[src/rtl/alu_issue_if.sv]
// Request and result channels of the ALU issue/retire stage.
// Optional flag signals exist only when ALU_FLAGS_EN is defined.
interface alu_issue_if #(
  parameter int WIDTH = 32
);
  logic             in_valid;
  logic             in_ready;
  logic [WIDTH-1:0] in_op1;
  logic [WIDTH-1:0] in_op2;
  logic [2:0]       in_opsel;
  logic             in_mode;
  logic             out_valid;
  logic             out_ready;
  logic [WIDTH-1:0] out_result;
`ifdef ALU_FLAGS_EN
  logic             out_z_flag;
  logic             out_s_flag;
`endif

  // Upstream producer / writeback consumer side
  modport master (
    output in_valid, in_op1, in_op2, in_opsel, in_mode, out_ready,
`ifdef ALU_FLAGS_EN
    input  out_z_flag, out_s_flag,
`endif
    input  in_ready, out_valid, out_result
  );

  // Issue stage side
  modport slave (
    input  in_valid, in_op1, in_op2, in_opsel, in_mode, out_ready,
`ifdef ALU_FLAGS_EN
    output out_z_flag, out_s_flag,
`endif
    output in_ready, out_valid, out_result
  );
endinterface

[src/rtl/alu_issue_stage.sv]
// Issue and retire stage around a combinational ALU.
// Requests are buffered in a DEPTH-entry FIFO, issued from a register (S1)
// onto the alu_* ports, and the ALU result is captured in an output
// register (S2) with a valid/ready handshake toward writeback.
// Optional feature macro: ALU_FLAGS_EN adds registered zero/sign flags.
module alu_issue_stage #(
  parameter int WIDTH = 32,
  parameter int DEPTH = 4
) (
  input  logic                       clk,
  input  logic                       rst_n,
  alu_issue_if.slave                 bus,
  output logic [WIDTH-1:0]           alu_op1,
  output logic [WIDTH-1:0]           alu_op2,
  output logic [2:0]                 alu_opsel,
  output logic                       alu_mode,
  input  logic [WIDTH-1:0]           alu_result,
  output logic [$clog2(DEPTH):0]     fifo_count
);

  localparam int AW = $clog2(DEPTH);
  localparam int CW = AW + 1;
  localparam logic [CW-1:0] DEPTH_C = CW'(DEPTH);

  typedef struct packed {
    logic [WIDTH-1:0] op1;
    logic [WIDTH-1:0] op2;
    logic [2:0]       opsel;
    logic             mode;
  } req_t;

  req_t             mem [DEPTH];
  logic [AW-1:0]    wr_ptr;
  logic [AW-1:0]    rd_ptr;
  logic [CW-1:0]    count;

  req_t             req_p1;
  logic             vld_p1;
  logic signed [WIDTH-1:0] res_p2;
  logic             vld_p2;
`ifdef ALU_FLAGS_EN
  logic             z_p2;
  logic             s_p2;
`endif

  logic push;
  logic s2_adv;
  logic s1_load;

  // Ready depends only on registered occupancy; nothing is taken during reset
  assign bus.in_ready = rst_n && (count < DEPTH_C);
  assign push         = bus.in_valid && bus.in_ready;
  assign s2_adv       = !vld_p2 || bus.out_ready;
  assign s1_load      = (count != '0) && (!vld_p1 || s2_adv);

  // FIFO pointers and occupancy; simultaneous push and pop leave count unchanged
  always_ff @(posedge clk) begin
    if (!rst_n) begin
      wr_ptr <= '0;
      rd_ptr <= '0;
      count  <= '0;
    end else begin
      if (push)    wr_ptr <= wr_ptr + 1'b1;
      if (s1_load) rd_ptr <= rd_ptr + 1'b1;
      case ({push, s1_load})
        2'b10:   count <= count + 1'b1;
        2'b01:   count <= count - 1'b1;
        default: count <= count;
      endcase
    end
  end

  // FIFO storage; entries are only meaningful below the occupancy count
  always_ff @(posedge clk) begin
    if (push) mem[wr_ptr] <= {bus.in_op1, bus.in_op2, bus.in_opsel, bus.in_mode};
  end

  // ---- Stage boundary p1: issue register feeding the ALU ----
  // Operands hold their last value when the stage stalls or empties
  always_ff @(posedge clk) begin
    if (!rst_n) begin
      vld_p1 <= 1'b0;
      req_p1 <= '0;
    end else if (s1_load) begin
      vld_p1 <= 1'b1;
      req_p1 <= mem[rd_ptr];
    end else if (s2_adv) begin
      vld_p1 <= 1'b0;
    end
  end

  assign alu_op1   = req_p1.op1;
  assign alu_op2   = req_p1.op2;
  assign alu_opsel = req_p1.opsel;
  assign alu_mode  = req_p1.mode;

  // ---- Stage boundary p2: result register toward writeback ----
  // Result and flags are held while the consumer back-pressures
  always_ff @(posedge clk) begin
    if (!rst_n) begin
      vld_p2 <= 1'b0;
      res_p2 <= '0;
`ifdef ALU_FLAGS_EN
      z_p2   <= 1'b0;
      s_p2   <= 1'b0;
`endif
    end else if (vld_p1 && s2_adv) begin
      vld_p2 <= 1'b1;
      res_p2 <= alu_result;
`ifdef ALU_FLAGS_EN
      z_p2   <= (alu_result == '0);
      s_p2   <= alu_result[WIDTH-1];
`endif
    end else if (bus.out_ready) begin
      vld_p2 <= 1'b0;
    end
  end

  assign bus.out_valid  = vld_p2;
  assign bus.out_result = res_p2;
`ifdef ALU_FLAGS_EN
  assign bus.out_z_flag = z_p2;
  assign bus.out_s_flag = s_p2;
`endif
  assign fifo_count     = count;

endmodule

[src/flat_wrapper.sv]
// flat-port wrapper written by rule: the top's interface ports become plain ports
module alu_issue_stage_flat 
#(
  parameter int WIDTH = 32,
  parameter int DEPTH = 4
)
  (clk, rst_n, alu_op1, alu_op2, alu_opsel, alu_mode, alu_result, fifo_count, bus_in_valid, bus_in_op1, bus_in_op2, bus_in_opsel, bus_in_mode, bus_out_ready, bus_in_ready, bus_out_valid, bus_out_result);
  alu_issue_if #(.WIDTH(WIDTH)) bus_i ();
  input  logic clk;
  input  logic rst_n;
  output logic [WIDTH-1:0] alu_op1;
  output logic [WIDTH-1:0] alu_op2;
  output logic [2:0] alu_opsel;
  output logic alu_mode;
  input  logic [WIDTH-1:0] alu_result;
  output logic [$clog2(DEPTH):0] fifo_count;
  input wire logic [$bits(bus_i.in_valid)-1:0] bus_in_valid;
  input wire logic [$bits(bus_i.in_op1)-1:0] bus_in_op1;
  input wire logic [$bits(bus_i.in_op2)-1:0] bus_in_op2;
  input wire logic [$bits(bus_i.in_opsel)-1:0] bus_in_opsel;
  input wire logic [$bits(bus_i.in_mode)-1:0] bus_in_mode;
  input wire logic [$bits(bus_i.out_ready)-1:0] bus_out_ready;
  output wire logic [$bits(bus_i.in_ready)-1:0] bus_in_ready;
  output wire logic [$bits(bus_i.out_valid)-1:0] bus_out_valid;
  output wire logic [$bits(bus_i.out_result)-1:0] bus_out_result;
  assign bus_i.in_valid = bus_in_valid;
  assign bus_i.in_op1 = bus_in_op1;
  assign bus_i.in_op2 = bus_in_op2;
  assign bus_i.in_opsel = bus_in_opsel;
  assign bus_i.in_mode = bus_in_mode;
  assign bus_i.out_ready = bus_out_ready;
  assign bus_in_ready = bus_i.in_ready;
  assign bus_out_valid = bus_i.out_valid;
  assign bus_out_result = bus_i.out_result;
  alu_issue_stage #(.WIDTH(WIDTH), .DEPTH(DEPTH)) u_core (.clk(clk), .rst_n(rst_n), .bus(bus_i), .alu_op1(alu_op1), .alu_op2(alu_op2), .alu_opsel(alu_opsel), .alu_mode(alu_mode), .alu_result(alu_result), .fifo_count(fifo_count));
endmodule
[config.mk]
export PLATFORM = sky130hd
export DESIGN_NAME = alu_issue_stage_flat
export DESIGN_NICKNAME = d
export VERILOG_FILES = /design/src/rtl/alu_issue_if.sv /design/src/rtl/alu_issue_stage.sv /design/src/flat_wrapper.sv
export SDC_FILE = /design/constraint.sdc
export NUM_CORES = 1
export LEC_CHECK = 0
export ABC_AREA = 1
export CAP_MARGIN = 0
export CORE_AREA = 5 5 238 147
export DETAILED_ROUTE_END_ITERATION = 6
export DIE_AREA = 0 0 243 152
export HOLD_SLACK_MARGIN = 0.05
export PLACE_DENSITY = 0.72
export REMOVE_ABC_BUFFERS = 1
export SKIP_LAST_GASP = 1
export SYNTH_ARGS = -nofsm -noshare
export SYNTH_HDL_FRONTEND = slang
export SYNTH_SLANG_ARGS = --single-unit
[constraint.sdc]
create_clock -name clk -period 7.4 [get_ports clk]
set_input_delay 1.85 -clock clk [delete_from_list [all_inputs] [get_ports clk]]
set_output_delay 1.85 -clock clk [all_outputs]
set_load 0.05 [all_outputs]
### Placement view, run 1

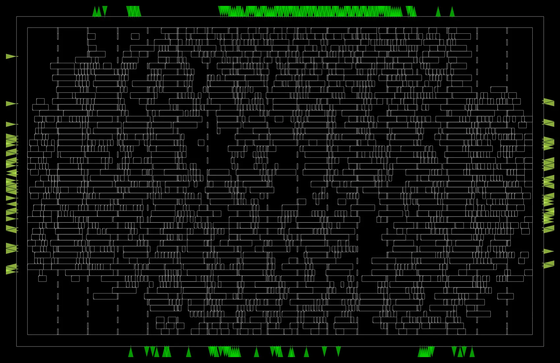
fill count: 2689
row count: 52

### The metal 1 layer, run 1

Supply wires on this layer in grey.
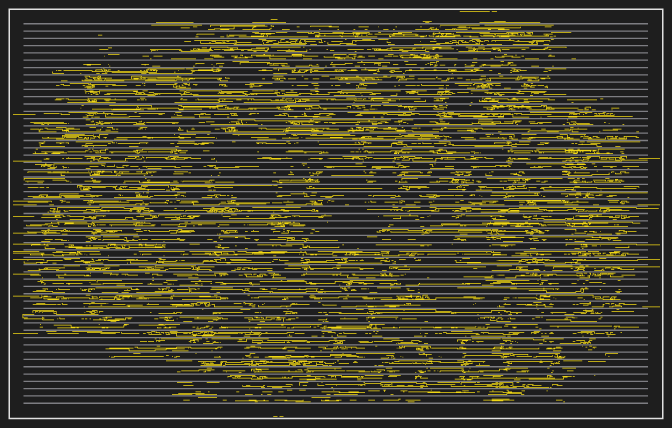
nets with wire on the layer	1870
longest straight run	43.7 µm
met1 Track Usage GR: 0.249
drt total wl: 35000 µm
vias: 10912

### Routed metal per tile, run 1

The die is cut into 24 by 15 equal tiles; black is low, pale yellow is high, scaled to the fullest tile. Values are wire area over tile area, all layers added.
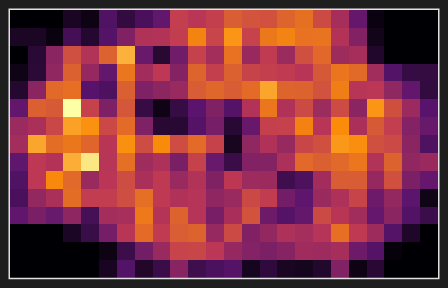
mean over tiles	0.15
nearly empty tiles	9.2%
tiles over half the peak	34%
emptiest ninth of the die	bottom left
Overall Global Routing Usage: 0.189
drt wl/cell: 14.9 µm

[run 1: worst max-delay path: stages]
cell and delay [ns]:
buf_4 0.26, inv_1 0.18, nor2_1 0.22, clkdlybuf4s50_1 0.86
[run 1: cell usage after synthesis]
cell	instances
nand2_1	490
inv_1	355
edfxtp_1	272
nor2_1	212
nand3_1	142
dfxtp_1	109
buf_2	54
o21ai_0	35
clkbuf_1	20
a21oi_1	5
ha_1	5
buf_4	3
inv_2	2
buf_1	1
fa_1	1
nand2_2	1
[run 1: area by class of cell]
cell class / instances / area, µm² / area share
Timing Repair Buffer: 222 / 2210 / 0.114
Clock buffer: 54 / 1120 / 0.0580
Tap cell: 432 / 541 / 0.0279
Inverter: 357 / 1340 / 0.0695
Sequential cell: 381 / 10400 / 0.536
Clock inverter: 14 / 96.3 / 0.00498
Multi-Input combinational cell: 891 / 3670 / 0.190
[run 1: worst min path at each step]
stage | depth (start not counted) | from | slack, ns | endpoint
global route | 2 | u_core.bus.out_result[21] | 0.51 | u_core.bus.out_result[21]
CTS | 2 | u_core.bus.out_result[4] | 0.49 | u_core.bus.out_result[4]
finish | 2 | u_core.bus.out_result[28] | 0.49 | u_core.bus.out_result[28]
global placement | 2 | u_core.bus.out_result[4] | 0.46 | u_core.bus.out_result[4]
detailed placement | 2 | u_core.bus.out_result[4] | 0.47 | u_core.bus.out_result[4]
floorplan | 2 | u_core.wr_ptr[0] | 0.48 | u_core.wr_ptr[0]
[run 1: power by group through the flow]
stage               Combinational [mW]  Clock (mW)  Sequential, mW
finish                            3.31        1.87            2.79
global route                      3.66        2.01            2.84
CTS                               3.35        1.91            2.80
detailed placement                3.33           0            2.84
global placement                  3.28           0            2.83
floorplan                         1.30           0            3.81
==> qor.csv, run 1 <==
metric;value;unit
Req. time, crit path;5.55;ns
# diodes;0;
TritonCTS clock tree;built;
Die Wd;243;µm
Met1 Routed Length;15500;µm
Tmin final;5.23;ns
Cell Pwr Density;412;mW/mm²
Top cells excl fill/tap;490 x nand2_1, 355 x inv_1, 272 x edfxtp_1;
final instance area;0.0193;mm²
CP max FO;20;
final setup fails;0;
cell area after synthesis;0.0157;mm²
layout cells sized above 1;0.0427;
total core area;0.0329;mm²
final hold violations;0;
Layout area overhead;23.2;%
Final Skew;0.00965;ns
DP Worst Slack;2.17;ns
max FFs per register;272;
worst setup path start;rst_n;
worst reg2reg path depth;7;
Comb pwr share;0.415;
DRT iter0 DRCs;783;
XOR/XNOR Area Share;0;
metal3 WL;1830;µm
# Cells Yosys;1707;
YS warnings;0;
area share, top type;0.520;
final setup margin;2.17;ns
post-route ant nets;0;
largest area contributor in the netlist;edfxtp_1;
FF-to-FF End;u_core.alu_op2[5];
iteration count of the initial detailed-routing pass;4;
AO/OA Area Share;0.0128;
fp_density;0.477;
Flops after synth;381;
top sig layer;met5;
Util after Layout;0.587;
Clock Latency Late Sink;0.53;ns
vias per cell;4.64;
Total Negative Setup Slacks;0;ns
WHS;0.486;ns
largest net degree at the start of global routing;109;
largest cells by area after synthesis;edfxtp_1 52%, dfxtp_1 14%, nand2_1 12%;
maximum vdd ir drop;0.000237;V
Synth mux share;0;
worst setup path end;bus_in_ready;
max-cap violation count;0;
Switching Share;0.408;
Clock Tree Buf Depth;3;
CP Launch Type;input pin;
outcome;finished clean;
cycle use final;0.707;
Non-Filler Instances;2351;
Syn Area/Cell;9.20;µm²
CP arrival;3.38;ns
Buffers on Ports;208;
clock share of power;0.235;
post-cts resize count;0;
final weighted congestion in routability-driven placement;0.741;
kind of end point of the critical path;primary output;
Cells after DPL;2283;
### Cell classes on the final placement, run 1

Bar = 50 µm. Fill, decap, tap and diode cells in grey.
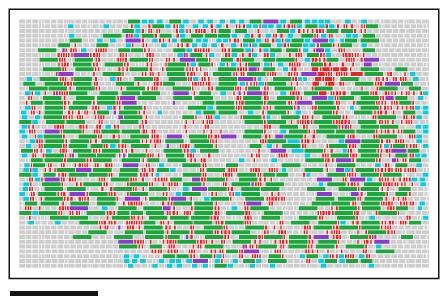

## Run 2: what changed since run 1
- PLACE_DENSITY: 0.72 -> 0.74
- clock period: 7.4 -> 4.7 ns (I/O delays scaled with it)
### Cell classes on the final placement, run 2

Bar = 50 µm. Fill, decap, tap and diode cells in grey.
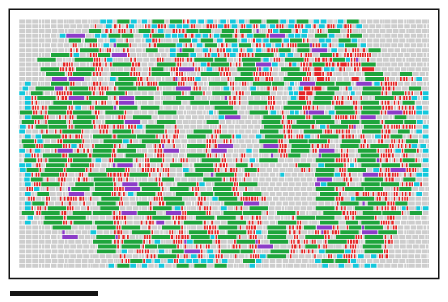
class	colour	cells	share of their area
all other logic	red	1248	27%
flip-flops	green	381	55%
clock drivers and dummy loads	purple	68	6.1%
other buffers and delay cells	cyan	226	12%
Util after Layout: 0.585
total core area: 0.0329 mm²

### Signal wires by layer, run 2

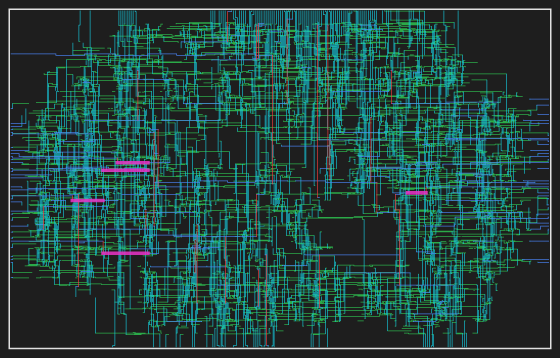
layer	colour	wire length
met4	red	744 µm
met5	magenta	76.4 µm
met3	blue	2330 µm
met1	green	15100 µm
met2	cyan	16700 µm
vias: 10968
drt total wl: 34900 µm
Overall Global Routing Usage: 0.185
drt wl/cell: 14.8 µm

==> qor.csv, run 2 <==
metric;value;unit;change
Comb group;5.13;mW;was 3.31 mW
final setup margin;1.06;ns;was 2.17 ns
Syn Area/Cell;9.20;µm²;unchanged
CP Cell Sequence;buf_4, inv_1, nor2_1, clkdlybuf4s50_1;;unchanged
CP Launch Type;input pin;;unchanged
Final Skew;0.0139;ns;was 0.00965 ns
TritonCTS clock tree;built;;unchanged
post-cts resize count;0;;unchanged
maximum vdd ir drop;0.000364;V;was 0.000237 V
Switching Share;0.410;;was 0.408
Cell Pwr Density;644;mW/mm²;was 412 mW/mm²
iteration count of the initial detailed-routing pass;5;;was 4
worst hold path stage count;2;;unchanged
final hold violations;0;;unchanged
sequential cell area;0.0104;mm²;unchanged
Die Wd;243;µm;unchanged
reported clock group power;2.83;mW;was 1.87 mW
Max power group;combinational logic;;unchanged
Tmin final;3.64;ns;
CP max FO;5;;was 20
CP max stage cell;clkdlybuf4s50_1;;unchanged
Flops after synth;381;;unchanged
FF-to-FF End;u_core.alu_opsel[1];;was u_core.alu_op2[5]
largest net degree at the start of global routing;85;;was 109
DRT iter0 DRCs;744;;was 783
fp_density;0.477;;unchanged
CP arrival;2.46;ns;was 3.38 ns
max FFs per register;272;;unchanged
Buffers on Ports;208;;unchanged
Layout area overhead;22.8;%;was 23.2%
# Cells Yosys;1707;;unchanged
Commonest flop;edfxtp_1;;unchanged
final setup fails;0;;unchanged
logic area;0.00367;mm²;unchanged
outcome;finished clean;;unchanged
kind of end point of the critical path;primary output;;unchanged
area share, top type;0.520;;unchanged
Cells after DPL;2287;;was 2283
DP Worst Slack;1.06;ns;was 2.17 ns
largest area contributor in the netlist;edfxtp_1;;unchanged
[run 2: cell types whose count changed in the layout (fill, tap and decap cells not counted), moves of 2 or more]
cell	before	now
buf_4	13	19
diode_2	0	2
clkinv_2	8	3
clkbuf_8	9	2
buf_12	2	0
clkbuf_1	6	16
clkinv_1	4	6
[run 2: worst max path at each step]
stage	startpoint	to	slack, ns
final	rst_n	bus_in_ready	1.06
after global placement	rst_n	bus_in_ready	1.09
after CTS	rst_n	bus_in_ready	1.06
after floorplan	rst_n	u_core.mem[0][0]	-1.02
after global routing	rst_n	bus_in_ready	1.01
after detailed placement	rst_n	bus_in_ready	1.06
[run 2: per-stage QoR]
stage,TNS [ns],utilization
finish,0,0.585
global route,0,0.585
CTS,0,0.585
detailed placement,0,0.551
global placement,0,0.551
floorplan,-282.60,-
[run 2: logic make-up after synthesis]
logic type               after synthesis  synth area share
AND-OR/OR-AND                         40            0.0128
adder cells (fa/ha/maj)                6           0.00526
buffers and inverters                435             0.109
flip-flops                           381             0.659
AND/OR/NAND/NOR                      845             0.214
[run 2: metal layers]
layer | vias to the layer above | routed length, µm
li1 | 5578 | -
met1 | 5024 | 15100
met2 | 288 | 16700
met3 | 68 | 2330
met4 | 10 | 744
met5 | - | 76
[run 2: area by class of cell]
cell class                      count  share of cell area
Antenna cell                        2            0.000260
Clock inverter                     11             0.00396
Tap cell                          432              0.0281
Timing Repair Buffer              226               0.115
Inverter                          357              0.0697
Clock buffer                       57              0.0552
Sequential cell                   381               0.537
Multi-Input combinational cell    891               0.190
[run 2: critical path: cells and delay by family]
kind / cells / cell delay, ns
buf+inv: 3 / 1.08
simple gates: 1 / 0.20
### Placement view, run 2

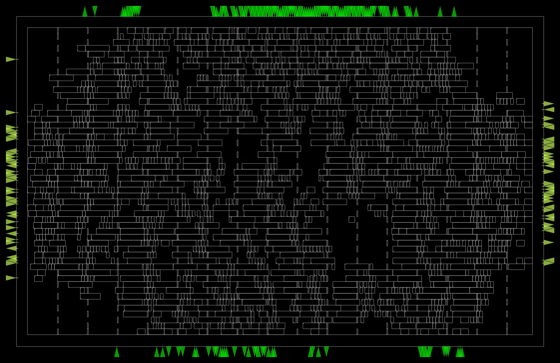

## Run 3: what changed since run 2
- clock period: 4.7 -> 3.1 ns (I/O delays scaled with it)
### Placement view, run 3

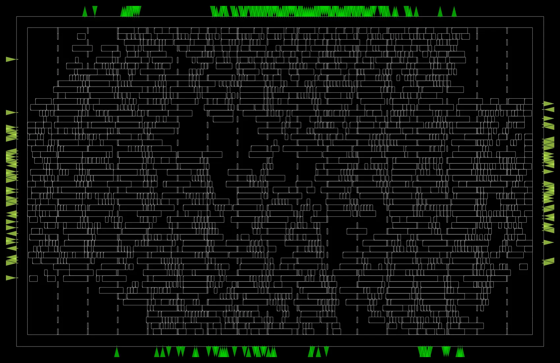
Non-Filler Instances: 2354
TAP cells: 432
fraction of area in registers: 0.533

==> qor.csv, run 3 <==
metric;value;unit;change
maximum vdd ir drop;0.000739;V;was 0.000364 V
reported clock group power;4.37;mW;was 2.83 mW
drt wl/cell;14.8;µm;about the same
vias in the first global route;10530;;was 10580
outcome;finished clean;;unchanged
critical path's largest stage delay;0.84;ns;was 0.87 ns
Final Skew;0.0115;ns;was 0.0139 ns
fill count;2691;;was 2709
Req. time, crit path;2.32;ns;was 3.52 ns
Syn Area/Cell;9.20;µm²;unchanged
CP Launch Type;register;;was input pin
clock share of power;0.230;;was 0.228
first-pass GRT wire length;55900;µm;was 55300 µm
row count;52;;unchanged
Buffers on Ports;208;;unchanged
largest area contributor in the netlist;edfxtp_1;;unchanged
Comb group;7.94;mW;was 5.13 mW
kind of end point of the critical path;primary output;;unchanged
cycle use final;0.817;;
CP Cell Sequence;clkdlybuf4s50_1;;was buf_4, inv_1, nor2_1, clkdlybuf4s50_1
Synth async-reset ratio;0;;unchanged
cell area after synthesis;0.0157;mm²;unchanged
CP max FO;4;;was 5
final instance area;0.0194;mm²;was 0.0193 mm²
Flops after synth;381;;unchanged
post-route ant nets;0;;unchanged
Switching Share;0.408;;was 0.410
largest cells by area after synthesis;edfxtp_1 52%, dfxtp_1 14%, nand2_1 12%;;unchanged
final weighted congestion in routability-driven placement;0.733;;was 0.753
logic area;0.00367;mm²;unchanged
DRT iter0 DRCs;669;;was 744
YS warnings;0;;unchanged
CP arrival;1.76;ns;was 2.46 ns
top-count cell post-synth;nand2_1;;unchanged
synth cell count leaders;490 x nand2_1, 355 x inv_1, 272 x edfxtp_1, 212 x nor2_1, 142 x nand3_1;;unchanged
Util after Layout;0.590;;was 0.585
Top cells excl fill/tap;490 x nand2_1, 355 x inv_1, 272 x edfxtp_1;;unchanged
EDFF count, synth;272;;unchanged
max FFs per register;272;;unchanged
Max power group;combinational logic;;unchanged
Sink Count;381;;unchanged
final hold violations;0;;unchanged
Post-Syn Instances;1707;;unchanged
Die Wd;243;µm;unchanged
yosys stat chip area;0.0157;mm²;unchanged
Overall Global Routing Usage;0.186;;was 0.185
Clock Latency Late Sink;0.52;ns;was 0.53 ns
# Cells Yosys;1707;;unchanged
sequential cell area;0.0104;mm²;unchanged
total core area;0.0329;mm²;unchanged
Clock Tree Buf Depth;3;;unchanged
TritonCTS clock tree;built;;unchanged
Comb pwr share;0.418;;was 0.413
layout cells sized above 1;0.0406;;was 0.0385
Cell Pwr Density;978;mW/mm²;was 644 mW/mm²
fp_density;0.477;;unchanged
CP max stage cell;clkdlybuf4s50_1;;unchanged
iteration count of the initial detailed-routing pass;5;;unchanged
largest net degree at the start of global routing;140;;was 85
Top Family by Delay on Critical Path;buffers and inverters;;unchanged
final setup fails;0;;unchanged
max-cap violation count;0;;unchanged
Buf/Inv on CP;1;;was 3
critical path class;register to primary output;;was input pin to primary output
CTS clock-pin slew for the worst setup and hold paths;0.06;ns;about the same
Tmin final;2.53;ns;
post-cts resize count;0;;unchanged
Layout area overhead;23.7;%;was 22.8%
area share, top type;0.520;;unchanged
sequential power;6.69;mW;was 4.45 mW
vias per cell;4.64;;was 4.65
### The metal 1 layer, run 3

Supply wires on this layer in grey.
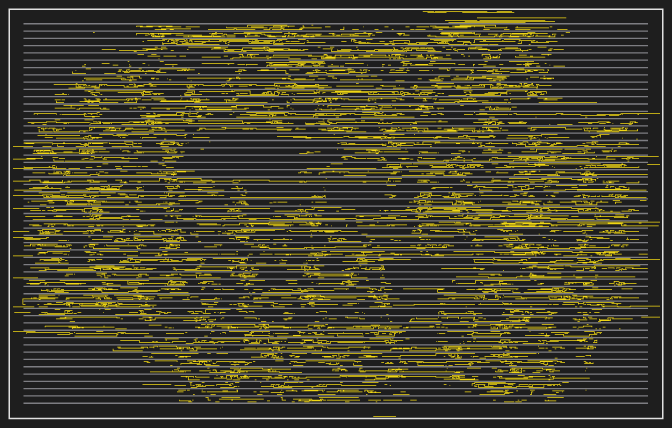
wire length on this layer	15800 µm
longest straight run	44.2 µm
drt total wl: 34900 µm
vias: 10934
met1 Track Usage GR: 0.253

==> run 3: cell counts after synthesis <==
No cell type changed its count.
==> run 3: final cells by class <==
class                      instances  area share
inverter                         357      0.0691
multi-input combinational        891       0.189
antenna                            1    0.000129
timing repair buffer             228       0.121
clock buffer                      54      0.0547
clock inverter                    10     0.00490
tap                              432      0.0278
sequential                       381       0.533
==> run 3: stage by stage <==
| step | setup TNS, ns | std cells | setup slack (ns) | hold WS (ns) |
|---|---|---|---|---|
| after floorplan | -721.53 | 1629 | -2.22 | 0.475 |
| after global placement | 0 | 2289 | 0.434 | 0.461 |
| after detailed placement | 0 | 2289 | 0.464 | 0.473 |
| after CTS | 0 | 2353 | 0.531 | 0.489 |
| after global routing | 0 | 2354 | 0.507 | 0.511 |
| final | 0 | 2354 | 0.568 | 0.484 |
==> run 3: tightest hold or removal path: stages (launching register included) <==
cell	delay, ns
dfxtp_1	0.33
nor2_1	0.05
nor2_1	0.08
==> run 3: logic make-up after synthesis <==
family                   after synthesis  share of synthesized area
flip-flops                           381                      0.659
AND/OR/NAND/NOR                      845                      0.214
buffers and inverters                435                      0.109
AND-OR/OR-AND                         40                     0.0128
adder cells (fa/ha/maj)                6                    0.00526
==> run 3: worst paths after layout <==
kind                             start                        end  slack (ns)  depth (start not counted)
min          u_core.bus.out_result[23]  u_core.bus.out_result[23]        0.48                          2
max reg2reg       u_core.fifo_count[2]       u_core.fifo_count[2]        1.23                         10
max               u_core.fifo_count[2]              fifo_count[2]        0.57                          1
min reg2reg  u_core.bus.out_result[23]  u_core.bus.out_result[23]        0.48                          2
==> run 3: routing by layer <==
metal  vias to the layer above  part of all wire  global-route usage
met5                         -            0.0021                   0
met4                        10             0.021              0.0510
met3                        66             0.063              0.0456
met2                       248              0.46               0.301
met1                      5042              0.45               0.253
li1                       5568                 -                   -
No activity file was given, so power comes from the tool's default toggle rates.
